**src/rtl/ram_arbiter.sv**
```systemverilog
// ram_arbiter: round-robin arbiter sharing one single-port RAM between two req/ack ports
module ram_arbiter #(
  parameter int WIDTH = 16,
  parameter int DEPTH = 32,
  localparam int AW = $clog2(DEPTH)
) (
  input  logic             clk,
  input  logic             rst_n,
  input  logic             req_a,
  input  logic             we_a,
  input  logic [AW-1:0]    addr_a,
  input  logic [WIDTH-1:0] wdata_a,
  output logic             ack_a,
  output logic [WIDTH-1:0] rdata_a,
  input  logic             req_b,
  input  logic             we_b,
  input  logic [AW-1:0]    addr_b,
  input  logic [WIDTH-1:0] wdata_b,
  output logic             ack_b,
  output logic [WIDTH-1:0] rdata_b,
  output logic             busy,
  output logic             ram_load,
  output logic [AW-1:0]    ram_address,
  output logic [WIDTH-1:0] ram_in,
  input  logic [WIDTH-1:0] ram_out
);
  typedef enum logic [1:0] {IDLE, ACCESS, DONE} state_t;
  state_t state, state_nx;
  logic we_q, grant_q, pick_b;
  logic [AW-1:0] addr_q;
  logic [WIDTH-1:0] wdata_q;
  // grant_q doubles as last_grant; resetting it to B lets A win the first tie
  assign pick_b = req_b & (~req_a | ~grant_q);
  always_ff @(posedge clk or negedge rst_n)
    if (!rst_n) state <= IDLE;
    else state <= state_nx;
  always_comb
    state_nx = state == IDLE ? ((req_a | req_b) ? ACCESS : IDLE) :
               state == ACCESS ? DONE : IDLE;
  always_comb begin
    busy = state != IDLE;
    ram_load = state == ACCESS && we_q;
    ram_address = addr_q;
    ram_in = wdata_q;
  end
  always_ff @(posedge clk or negedge rst_n)
    if (!rst_n) begin
      grant_q <= 1'b1;
      we_q <= 1'b0;
      addr_q <= '0;
      wdata_q <= '0;
      ack_a <= 1'b0;
      ack_b <= 1'b0;
      rdata_a <= '0;
      rdata_b <= '0;
    end else begin
      ack_a <= state == ACCESS && !grant_q;
      ack_b <= state == ACCESS && grant_q;
      if (state == IDLE && (req_a | req_b)) begin
        grant_q <= pick_b;
        we_q <= pick_b ? we_b : we_a;
        addr_q <= pick_b ? addr_b : addr_a;
        wdata_q <= pick_b ? wdata_b : wdata_a;
      end
      if (state == ACCESS && !we_q) begin
        if (grant_q) rdata_b <= ram_out;
        else rdata_a <= ram_out;
      end
    end
endmodule

```
**config.mk**
```make
export PLATFORM = sky130hd
export DESIGN_NAME = ram_arbiter
export DESIGN_NICKNAME = d
export VERILOG_FILES = /design/src/rtl/ram_arbiter.sv
export SDC_FILE = /design/constraint.sdc
export NUM_CORES = 1
export LEC_CHECK = 0
export CAP_MARGIN = 20
export CORE_ASPECT_RATIO = 2
export CORE_MARGIN = 2
export CORE_UTILIZATION = 42
export CTS_BUF_LIST = sky130_fd_sc_hd__clkbuf_4 sky130_fd_sc_hd__clkbuf_8
export DETAILED_ROUTE_END_ITERATION = 10
export PLACE_DENSITY = 0.83
export SETUP_SLACK_MARGIN = 0.5
export SYNTH_ARGS = -nofsm -noshare
export SYNTH_HDL_FRONTEND = slang
export SYNTH_SLANG_ARGS = --single-unit
```
**constraint.sdc**
```tcl
create_clock -name clk -period 2.2 [get_ports clk]
set_input_delay 0.22 -clock clk [delete_from_list [all_inputs] [get_ports clk]]
set_output_delay 0.22 -clock clk [all_outputs]
set_load 0.02 [all_outputs]
```
==> impl_metrics.json, run 1 <==
{
  "status": "finished, final reports clean",
  "largestClassByArea": "flip-flops and latches",
  "ant_nets": 0,
  "syn_to_final_growth_pct": 59.1,
  "comb_area_sq_um": 891,
  "floorplan.die_area_sq_um": 6530,
  "yosys_most_used_dff": "dfrtp_1",
  "clkbuf_count": 15,
  "yosys.area.top_type": "dfrtp_1",
  "period_needed_ns": 1.61,
  "final_cell_mix": "clkdlybuf4s50_1, dfrtp_1, nand2_1",
  "layout_worst_path_cycle_share_pct": 73.0,
  "async_flop_share_pct": 100,
  "r2r-end": "rdata_b[8]",
  "holdPathEnd": "ram_in[1]",
  "initial_core_util_pct": 43.1,
  "vias_per_cell": 5.32,
  "rsz0062_at_grt": "no",
  "gp_congestion": 0.804,
  "comb_cells": 133,
  "drive_gt1_share_pct": 18.3,
  "pin_count": 121,
  "hold_depth": 3,
  "nets": 397,
  "top_cells_by_area": "dfrtp_1, mux2_2, nand2_1, a31oi_1, a21oi_1",
  "buffers": 128,
  "clkCellAreaFrac_pct": 5.08,
  "synth-edff-count": 0,
  "p_leak_nw": 1.65,
  "first_iter_violations": 62,
  "crit_fanout": 16,
  "warning_count": 27,
  "die_x_um": 58.1,
  "grt_max_degree": 33,
  "top_cell_area_share_pct": 59.0,
  "clock_sink_count": 59,
  "antenna_cells": 0,
  "cts_tree": "built",
  "port_buffers": 120,
  "grt_pass1_wl_mm": 10.5,
  "end_kind": "register",
  "max_freq_mhz": 622,
  "final_max_slew_viol_count": 0,
  "overflow": 0,
  "layout.cells.most_common": "clkdlybuf4s50_1",
  "sh_comb_area_pct": 22.7,
  "finalHoldViolCount": 0,
  "critPathLaunchType": "register"
}
run 1: stage by stage:
stage                     setup WS, ns  total power [mW]
after floorplan                  0.626              3.56
after global placement           0.350              4.91
after detailed placement         0.268              4.99
after CTS                        0.492              5.95
after global routing             0.531              6.22
final                            0.593              5.89
run 1: power breakdown:
group	internal, mW	switching (mW)
logic	1.50	1.47
registers	1.64	0.334
clock network	0.556	0.389
total	3.70	2.19
run 1: worst max-delay path: stages, from the launching register on:
cell and delay (ns):
dfstp_2 0.63, nor3b_4 0.20, buf_4 0.27, mux2_2 0.37
run 1: synthesized netlist by cell type, types with 2 or more instances:
cell / instances
mux2_1: 3
a31oi_1: 23
a21oi_1: 23
inv_1: 2
nor2_1: 2
nand2_1: 44
clkbuf_1: 8
dfrtp_1: 58
mux2_2: 29
buf_6: 4
buf_2: 2
and2_1: 3
run 1: layer usage:
| layer | vias to the layer above | global-route usage, % | part of all wire [%] |
|---|---|---|---|
| met2 | 89 | 40.4 | 60 |
| met4 | 0 | 10.1 | 2.2 |
| met5 | - | 0 | 0 |
| li1 | 974 | - | - |
| met1 | 1046 | 20.8 | 32 |
| met3 | 13 | 6.68 | 5.3 |
run 1: kinds of logic (layout without fill, tap and decap cells):
| kind of cell | after synthesis | after routing | synth area share [%] |
|---|---|---|---|
| mux | 32 | 32 | 14.6 |
| compound gates | 48 | 48 | 11.2 |
| buf+inv | 17 | 146 | 4.07 |
| simple gates | 53 | 53 | 10.0 |
| flops | 59 | 59 | 60.0 |
run 1: timing repair:
item,CTS,global route
resized,2,3
hold buffers,1,0
setup endpoints to repair,2,15
endpoints found under the hold margin,26,0
Fig. 1: run 1, routed metal per tile
12 x 22 tiles, from black (low) to pale yellow (high), scaled to the fullest tile. Values are wire area over tile area, all layers added.
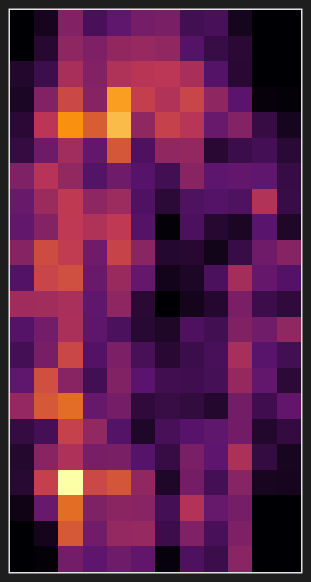
- tiles over half the peak: 11%
- emptiest ninth of the die: upper right
- nearly empty tiles: 8.3%
- fullest tile: 0.58
- densest ninth of the die: top centre
Post-Route WL: 6.51 mm
DR vias: 2,122
WL/cell: 16.3 um
GRT Total Usage: 21.8%

Fig. 2: run 1, placement by cell class
Bar = 20 um. Fill, decap, tap and diode cells in grey.
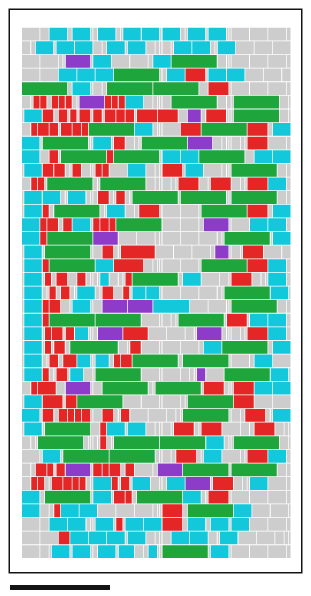
- cyan: remaining buffers and delay cells (cells 128; share of their area 33%)
- green: registers (cells 59; share of their area 38%)
- purple: clock drivers and dummy loads (cells 16; share of their area 5.2%)
- red: remaining logic cells (cells 135; share of their area 23%)
area of the core: 5710 sq um
Final Cell Area: 3920 sq um
Core Rows: 39
Final Util: 68.6%
sequential cell area share: 37.7%

Fig. 3: run 1, met1 routing
Supply wires on this layer in grey.
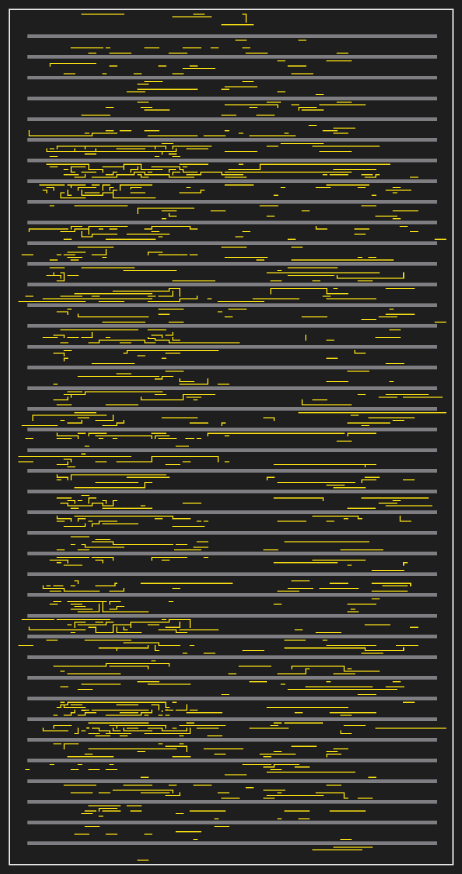
- main direction: horizontal
- share of all routed wire: 32%
- nets with wire on the layer: 331
- longest straight run: 19.3 um

Fig. 4: run 1, signal wires by layer
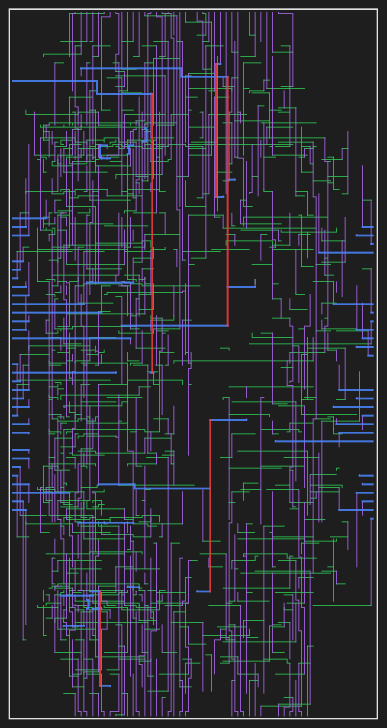

==> run 1 -> run 2 <==
--- a/config.mk
+++ b/config.mk
@@ -8,10 +8,10 @@
 export CAP_MARGIN = 20
 export CORE_ASPECT_RATIO = 2
 export CORE_MARGIN = 2
-export CORE_UTILIZATION = 42
+export CORE_UTILIZATION = 38
 export CTS_BUF_LIST = sky130_fd_sc_hd__clkbuf_4 sky130_fd_sc_hd__clkbuf_8
 export DETAILED_ROUTE_END_ITERATION = 10
-export PLACE_DENSITY = 0.83
+export PLACE_DENSITY = 0.79
 export SETUP_SLACK_MARGIN = 0.5
 export SYNTH_ARGS = -nofsm -noshare
 export SYNTH_HDL_FRONTEND = slang
==> constraint.sdc (replaced) <==
create_clock -name clk -period 1.4 [get_ports clk]
set_input_delay 0.14 -clock clk [delete_from_list [all_inputs] [get_ports clk]]
set_output_delay 0.14 -clock clk [all_outputs]
set_load 0.02 [all_outputs]
Fig. 5: run 2, signal wires by layer
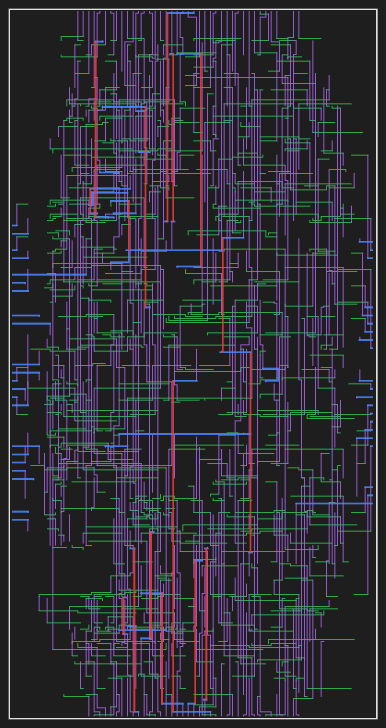
- blue: M3 (wire length 251 um)
- red: M4 (wire length 399 um)
- purple: M2 (wire length 5,250 um)
- green: M1 (wire length 2,750 um)
WL/cell: 18.0 um
Post-Route WL: 8.66 mm
DR vias: 2,423

Fig. 6: run 2, placement view
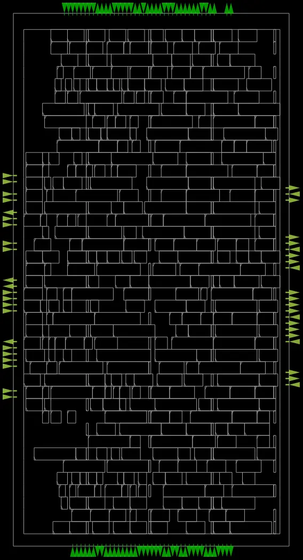
Final Util: 76.5%
registers: 59

==> run 2 against run 1 <==
Compared with the run above: the run now ends with setup timing left; largest power group unchanged; critical path depth increased by 2; sequential share of layout area is 7.1 points lower; total power increased by 100%; critical path type unchanged; first-iteration DRC count is 79% higher.
==> impl_metrics.json, run 2 <==
{
  "antenna_cells": 0,
  "synthTopCellsByCount": "dfrtp_1, nand2_1, mux2_2, a21oi_1, a31oi_1",
  "crit_fanout": 8,
  "setup_ws_ns": -0.0642,
  "period_needed_ns": 1.46,
  "comb_cell_power_mw": 7.18,
  "initial_core_util_pct": 39.0,
  "layout.cells.most_common": "buf_6",
  "synth.most_common_cell": "dfrtp_1",
  "finalHoldViolCount": 0,
  "violations": "setup timing",
  "nets": 455,
  "maxPowerGroup": "combinational cells",
  "clock_sink_count": 59,
  "final_area_sq_um": 4830,
  "drive_gt1_share_pct": 46.7,
  "cts_tree": "built",
  "top_cell_area_share_pct": 59.0,
  "power_clock_mw": 1.43,
  "p_sw_mw": 4.28,
  "final_cell_mix": "buf_6, clkdlybuf4s50_1, dfrtp_1",
  "async_flop_share_pct": 100,
  "syn_to_final_growth_pct": 96.1,
  "critPathLaunchType": "register",
  "warning_count": 29,
  "first_iter_violations": 111,
  "yosys_most_used_dff": "dfrtp_1",
  "ant_nets": 0,
  "grt_max_degree": 60,
  "p_clk_share_pct": 12.0,
  "pin_count": 121,
  "p_seq_mw": 3.31,
  "r2r-end": "rdata_b[15]",
  "rsz0062_at_grt": "yes",
  "final_max_slew_viol_count": 0,
  "overflow": 0,
  "status": "complete, but fails checks",
  "port_buffers": 120,
  "vias_per_cell": 5.03,
  "comb_area_sq_um": 1050,
  "setup-violations-final": 34,
  "rows": 41,
  "swShare_pct": 35.9,
  "total_power_mw": 11.9,
  "max_freq_mhz": 683,
  "synth-edff-count": 0
}
run 2: cell types whose count changed in the layout (fill, tap and decap cells not counted), sizes merged:
cell / delta
a21bo: +1
clkbuf: +1
clkdlybuf4s50: -55
dlygate4sd2: -1
bufbuf: +1
buf: +110
clkinv: +1
run 2: worst max-delay path, cell delays in order, from the launching register on:
cell      delay, ns
dfrtp_1        0.39
nand2b_4       0.18
nor3b_4        0.18
buf_6          0.15
buf_12         0.14
mux2_4         0.31
run 2: stage by stage:
| stage | std cells | worst slack (ns) |
|---|---|---|
| 2_1_floorplan | 209 | -0.173 |
| 3_3_place_gp | 414 | -0.0800 |
| 3_5_place_dp | 414 | -0.108 |
| 4_1_cts | 457 | -0.0469 |
| 5_1_grt | 482 | -0.137 |
| 6_report | 482 | -0.0642 |
run 2: cell families (layout without fill, tap and decap cells):
family	after synthesis	count (layout)	synth area share, %
DFF	59	59	60.0
muxes	32	32	14.6
and+or+nand+nor	53	53	10.0
buffers and inverters	17	203	4.07
AOI/OAI and AO/OA	48	49	11.2
run 2: final cells by class:
type | count | share of cell area, %
clock buffer | 14 | 3.60
tap | 86 | 2.23
clock inverter | 2 | 0.207
timing repair buffer | 185 | 41.4
inverter | 2 | 0.207
sequential | 59 | 30.6
multi-input combinational | 134 | 21.7
run 2: routing by layer:
layer	global-route usage, %	wire, um	vias up
met5	0	0	-
met4	13.0	398	0
met3	3.19	251	34
li1	-	-	1091
met2	44.0	5250	95
met1	23.7	2750	1203
run 2: repair_timing:
action,4_1_cts,5_1_grt
buffers inserted,21,22
endpoints found under the setup margin,114,114
hold buffers,1,0
gates cloned,5,3
gates resized,380,6
pin swaps,3,24
hold endpoints to repair,58,0
No activity file was given, so power comes from the tool's default toggle rates.
